Fig. 1: signal wires on met1
Drawn at 2 px/um.
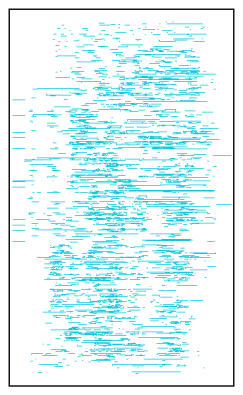
Fig. 2: routing congestion map
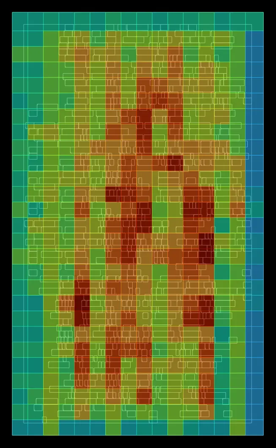
--- config.mk ---
export PLATFORM = sky130hd
export DESIGN_NAME = spi_port_ctrl
export DESIGN_NICKNAME = d
export VERILOG_FILES = /design/src/rtl/spi_port_ctrl.sv
export SDC_FILE = /design/constraint.sdc
export NUM_CORES = 1
export LEC_CHECK = 0
export CORE_ASPECT_RATIO = 1.75
export CORE_MARGIN = 5
export CORE_UTILIZATION = 45
export DETAILED_ROUTE_END_ITERATION = 6
export GPL_TIMING_DRIVEN = 0
export PLACE_DENSITY = 0.65
export RECOVER_POWER = 25
export SETUP_SLACK_MARGIN = 0.05
export SKIP_CTS_REPAIR_TIMING = 1
export SLEW_MARGIN = 10
export SYNTH_ARGS = -nofsm -noshare
export SYNTH_HDL_FRONTEND = slang
export SYNTH_SLANG_ARGS = --single-unit
--- constraint.sdc ---
create_clock -name clk_i -period 2.9 [get_ports clk_i]
set_input_delay 0.58 -clock clk_i [delete_from_list [all_inputs] [get_ports clk_i]]
set_output_delay 0.58 -clock clk_i [all_outputs]
set_load 0.01 [all_outputs]
--- src/rtl/spi_port_ctrl.sv ---
// SPI mode-0 slave (oversampled on clk_i) fronting NUM_PORTS output port registers
// and synchronised input port readback, with burst auto-increment and atomic shadow mode.

module spi_port_lane #(
  parameter int unsigned W = 8
) (
  input  logic         clk_i,
  input  logic         rst_ni,
  input  logic         wr_i,
  input  logic         sh_wr_i,
  input  logic         commit_i,
  input  logic [W-1:0] data_i,
  output logic [W-1:0] port_o,
  output logic         upd_o
);
  logic [W-1:0] port_q, port_d, shadow_q, shadow_d;
  logic         sv_q, sv_d, upd_q, upd_d;

  always_comb begin
    port_d   = port_q;
    shadow_d = shadow_q;
    sv_d     = sv_q;
    upd_d    = 1'b0;
    if (wr_i) begin
      port_d = data_i;
      upd_d  = 1'b1;
    end
    if (sh_wr_i) begin
      shadow_d = data_i;
      sv_d     = 1'b1;
    end
    // Only ports written during the shadowed frame are committed.
    if (commit_i && sv_q) begin
      port_d = shadow_q;
      upd_d  = 1'b1;
      sv_d   = 1'b0;
    end
  end

  always_ff @(posedge clk_i or negedge rst_ni) begin
    if (!rst_ni) begin
      port_q   <= '0;
      shadow_q <= '0;
      sv_q     <= 1'b0;
      upd_q    <= 1'b0;
    end else begin
      port_q   <= port_d;
      shadow_q <= shadow_d;
      sv_q     <= sv_d;
      upd_q    <= upd_d;
    end
  end

  assign port_o = port_q;
  assign upd_o  = upd_q;
endmodule

module spi_port_ctrl #(
  parameter int unsigned PORT_WIDTH = 8,
  parameter int unsigned NUM_PORTS  = 4,
  parameter logic [15:0] ID_VALUE   = 16'hD1C7
) (
  input  logic                            clk_i,
  input  logic                            rst_ni,
  input  logic                            spi_sclk_i,
  input  logic                            spi_cs_i,
  input  logic                            spi_mosi_i,
  output logic                            spi_miso_o,
  input  logic                            mode_i,
  input  logic [NUM_PORTS*PORT_WIDTH-1:0] port_i,
  output logic [NUM_PORTS*PORT_WIDTH-1:0] port_o,
  output logic [NUM_PORTS-1:0]            port_upd_o,
  output logic                            busy_o
);
  localparam int unsigned RXW = (PORT_WIDTH > 8) ? PORT_WIDTH : 8;
  localparam int unsigned CW  = 5;

  typedef enum logic [1:0] {IDLE, CMD, DATA} state_e;

  typedef struct packed {
    logic                  wr;
    logic                  sh;
    logic [6:0]            addr;
    logic [PORT_WIDTH-1:0] data;
  } wr_req_t;

  // [1] is the synchronised level, [2] the delayed copy for edge detection.
  logic [2:0] sclk_q, cs_q;
  logic [1:0] mosi_q;
  logic [NUM_PORTS-1:0][PORT_WIDTH-1:0] pin_s1_q, pin_s2_q;

  always_ff @(posedge clk_i or negedge rst_ni) begin
    if (!rst_ni) begin
      sclk_q   <= '0;
      cs_q     <= '1;
      mosi_q   <= '0;
      pin_s1_q <= '0;
      pin_s2_q <= '0;
    end else begin
      sclk_q   <= {sclk_q[1:0], spi_sclk_i};
      cs_q     <= {cs_q[1:0], spi_cs_i};
      mosi_q   <= {mosi_q[0], spi_mosi_i};
      pin_s1_q <= port_i;
      pin_s2_q <= pin_s1_q;
    end
  end

  logic sclk_rise, sclk_fall, cs_fall, cs_rise;
  assign sclk_rise = sclk_q[1] & ~sclk_q[2];
  assign sclk_fall = ~sclk_q[1] & sclk_q[2];
  assign cs_fall   = ~cs_q[1] & cs_q[2];
  assign cs_rise   = cs_q[1] & ~cs_q[2];
  assign busy_o    = ~cs_q[2];

  state_e                state_q, state_d;
  logic [CW-1:0]         cnt_q, cnt_d;
  logic [RXW-2:0]        rx_q, rx_d;
  logic [RXW-1:0]        rx_nxt;
  logic                  we_q, we_d, mode_q, mode_d;
  logic [6:0]            addr_q, addr_d, rd_addr;
  logic [PORT_WIDTH-1:0] tx_q, tx_d, rd_data;
  logic                  skip_q, skip_d, miso_q, miso_d;
  wr_req_t               req_q, req_d;
  logic                  commit_q, commit_d;
  logic                  load;
  logic [NUM_PORTS-1:0][PORT_WIDTH-1:0] port_val;

  assign rx_nxt = {rx_q, mosi_q[1]};

  // Loads happen at the command's last bit (address still in the shifter)
  // or at a word's last bit (next address in the burst).
  always_comb begin
    rd_addr = 7'(addr_q + 7'd1);
    if (state_q == CMD) rd_addr = rx_nxt[6:0];
  end

  always_comb begin
    rd_data = '0;
    for (int k = 0; k < NUM_PORTS; k++) begin
      if (rd_addr == 7'(k))             rd_data = port_val[k];
      if (rd_addr == 7'(k + NUM_PORTS)) rd_data = pin_s2_q[k];
    end
    if (rd_addr == 7'h7F) rd_data = ID_VALUE[PORT_WIDTH-1:0];
  end

  always_comb begin
    state_d  = state_q;
    cnt_d    = cnt_q;
    rx_d     = rx_q;
    we_d     = we_q;
    addr_d   = addr_q;
    mode_d   = mode_q;
    tx_d     = tx_q;
    skip_d   = skip_q;
    req_d    = '0;
    commit_d = 1'b0;
    load     = 1'b0;
    case (state_q)
      IDLE: if (cs_fall) begin
        state_d = CMD;
        cnt_d   = '0;
        mode_d  = mode_i;
        skip_d  = 1'b0;
        tx_d    = '0;
      end
      CMD: if (sclk_rise) begin
        rx_d  = rx_nxt[RXW-2:0];
        cnt_d = cnt_q + 1'b1;
        if (cnt_q == CW'(7)) begin
          state_d = DATA;
          cnt_d   = '0;
          we_d    = rx_nxt[7];
          addr_d  = rx_nxt[6:0];
          load    = 1'b1;
        end
      end
      DATA: if (sclk_rise) begin
        rx_d  = rx_nxt[RXW-2:0];
        cnt_d = cnt_q + 1'b1;
        if (cnt_q == CW'(PORT_WIDTH - 1)) begin
          cnt_d      = '0;
          addr_d     = 7'(addr_q + 7'd1);
          load       = 1'b1;
          req_d.wr   = we_q & ~mode_q;
          req_d.sh   = we_q & mode_q;
          req_d.addr = addr_q;
          req_d.data = rx_nxt[PORT_WIDTH-1:0];
        end
      end
      default: state_d = IDLE;
    endcase
    // The fall right after a load must not shift: the new MSB is still on the wire.
    if (load) begin
      tx_d   = rd_data;
      skip_d = 1'b1;
    end else if (sclk_fall && state_q != IDLE) begin
      if (skip_q) skip_d = 1'b0;
      else        tx_d   = tx_q << 1;
    end
    if (cs_rise) begin
      state_d  = IDLE;
      commit_d = mode_q & (state_q != IDLE);
    end
    miso_d = (state_q != IDLE) & tx_q[PORT_WIDTH-1];
  end

  always_ff @(posedge clk_i or negedge rst_ni) begin
    if (!rst_ni) begin
      state_q  <= IDLE;
      cnt_q    <= '0;
      rx_q     <= '0;
      we_q     <= 1'b0;
      addr_q   <= '0;
      mode_q   <= 1'b0;
      tx_q     <= '0;
      skip_q   <= 1'b0;
      miso_q   <= 1'b0;
      req_q    <= '0;
      commit_q <= 1'b0;
    end else begin
      state_q  <= state_d;
      cnt_q    <= cnt_d;
      rx_q     <= rx_d;
      we_q     <= we_d;
      addr_q   <= addr_d;
      mode_q   <= mode_d;
      tx_q     <= tx_d;
      skip_q   <= skip_d;
      miso_q   <= miso_d;
      req_q    <= req_d;
      commit_q <= commit_d;
    end
  end

  for (genvar k = 0; k < NUM_PORTS; k++) begin : g_lane
    logic hit;
    assign hit = (req_q.addr == 7'(k));
    spi_port_lane #(.W(PORT_WIDTH)) u_lane (
      .clk_i    (clk_i),
      .rst_ni   (rst_ni),
      .wr_i     (req_q.wr & hit),
      .sh_wr_i  (req_q.sh & hit),
      .commit_i (commit_q),
      .data_i   (req_q.data),
      .port_o   (port_val[k]),
      .upd_o    (port_upd_o[k])
    );
  end

  assign port_o     = port_val;
  assign spi_miso_o = miso_q;
endmodule

==> results.tsv <==
metric	value	unit
synth_flops	195	
peakVddDrop	0.000353	V
clock_net_power	2.29	mW
maxSlewHeadroom	-0.598	
dpl_cell_area	9190	sq um
coreArea	17900	sq um
final_cell_mix	192 x dfrtp_1, 85 x nand2_1, 52 x a21oi_1	
reg2reg_depth	9	
status	finished, violations left	
rsz0062_at_grt	false	
worstHoldPathCells	0	
async_flop_share	1.00	
clockBufferDepth	2	
first_iter_violations	348	
die-area	20900	sq um
cellPowerDensity	647	nW/um^2
synth.yosys.seq_area_share	0.602	
yosysTopAreaCell	dfrtp_1	
drv_slew	99	
violations	capacitance limit, slew limit	
drive_above_1_share	0.135	
ys_area	8110	sq um
fp_nets	743	
final_cells	1039	
cts_tree	done	
clk_share	0.0598	
overflow	0	
top_cells_by_count	192 x dfrtp_1, 85 x nand2_1, 52 x a21oi_1, 44 x o21ai_0, 42 x mux2_2	
hold_path_end	pin_s2_q[28]$_DFF_PN0_	
cap_violations	1	
top_logic_kind	AND-OR/OR-AND gates	
power_frac_comb	0.175	
logic_area	3010	sq um
clkbuf_count	17	
dr.pass1.iters	5	
die_h	188	um
cts_root_buf	clkbuf_16	
grt_usage	0.193	
timing.final.ws_setup	0.186	ns
synth-edff-count	0	
path_cells	inv_1 > ha_1 > or2b_1 > o2bb2ai_1 > buf_2 > a21oi_1 > a211o_1 > a211o_1 > a32oi_1	
p_clk_frac	0.362	
drtAntennaViolNets	0	
syn_to_final_growth	20.7	%
synthAdderAreaFrac	0.0123	
comb_cells	449	
ys_sh_aoi	0.130	
tool_warnings	30	
grt_pass1_vias	6145	
grt_pass1_wl	31800	um
power_combinational	1.11	mW
met3_length	693	um
yosys-top-cells-area	dfrtp_1 59%, mux2_2 5.8%, mux2i_1 4.7%	
grt_max_degree	100	
layout.cells.most_common	dfrtp_1	
power.group.top	sequential cells	
finalNetCount	838	
cts_buffers	17	
yosys.area_share.simple	0.115	
buffer_area_frac	0.0988	
r2r-start	state_q[1]$_DFFE_PN0P_	
setup.worst_path.end_class	flop	
rows	65	
fp_util	0.453	
viasPerCell	5.54	
buffers_excl_clock	114	
seq_share	0.499	
n_fill_cell	1565	
avgSynthCellArea	11.6	sq um
power	6.33	mW
crit_slowest_cell	dfrtp_1	
wl_met2	10600	um
fin_crit	2.71	ns
regArea	4880	sq um
tightest_slew	2.40	ns
r2r-end	tx_q[2]$_DFF_PN0_	
place_ws	0.0217	ns
r2r_slack	0.19	ns
min_path_type	reg2reg	
ys_cells	697	
yosysWarnings	0	
comb_share	0.307	
dpl.cell_count	1007	
ff_count	195	
path_clk_slew	0.07	ns
cts.sink_count	195	
ff_type	dfrtp_1	
cp-start-kind	flop	
seqPwrFrac	0.463	
power_switching_share	0.302	
p_int	4.42	mW
setup-tns-final	0	ns
yosysMostFrequentCell	dfrtp_1	
syn_inst	697	
synth.distinct_cells	64	
die_w	112	um
drcViolationCount	0	
setup_viol	0	
worstPathArrival	3.06	ns
-- Fig. 1 (at the start) --
- share of all routed wire: 37%
- wire length on this layer: 7320 um
- main direction: horizontal
M1 GR Usage: 0.210
final wirelength: 19600 um
DR vias: 5756

-- Fig. 2 (at the start) --
routed len/inst: 18.9 um
routing usage on met3: 0.0329
Top Usage Layer GRT: met2
Final Util: 0.547
grt met2 use: 0.346

Power and IR drop assume default switching activity.
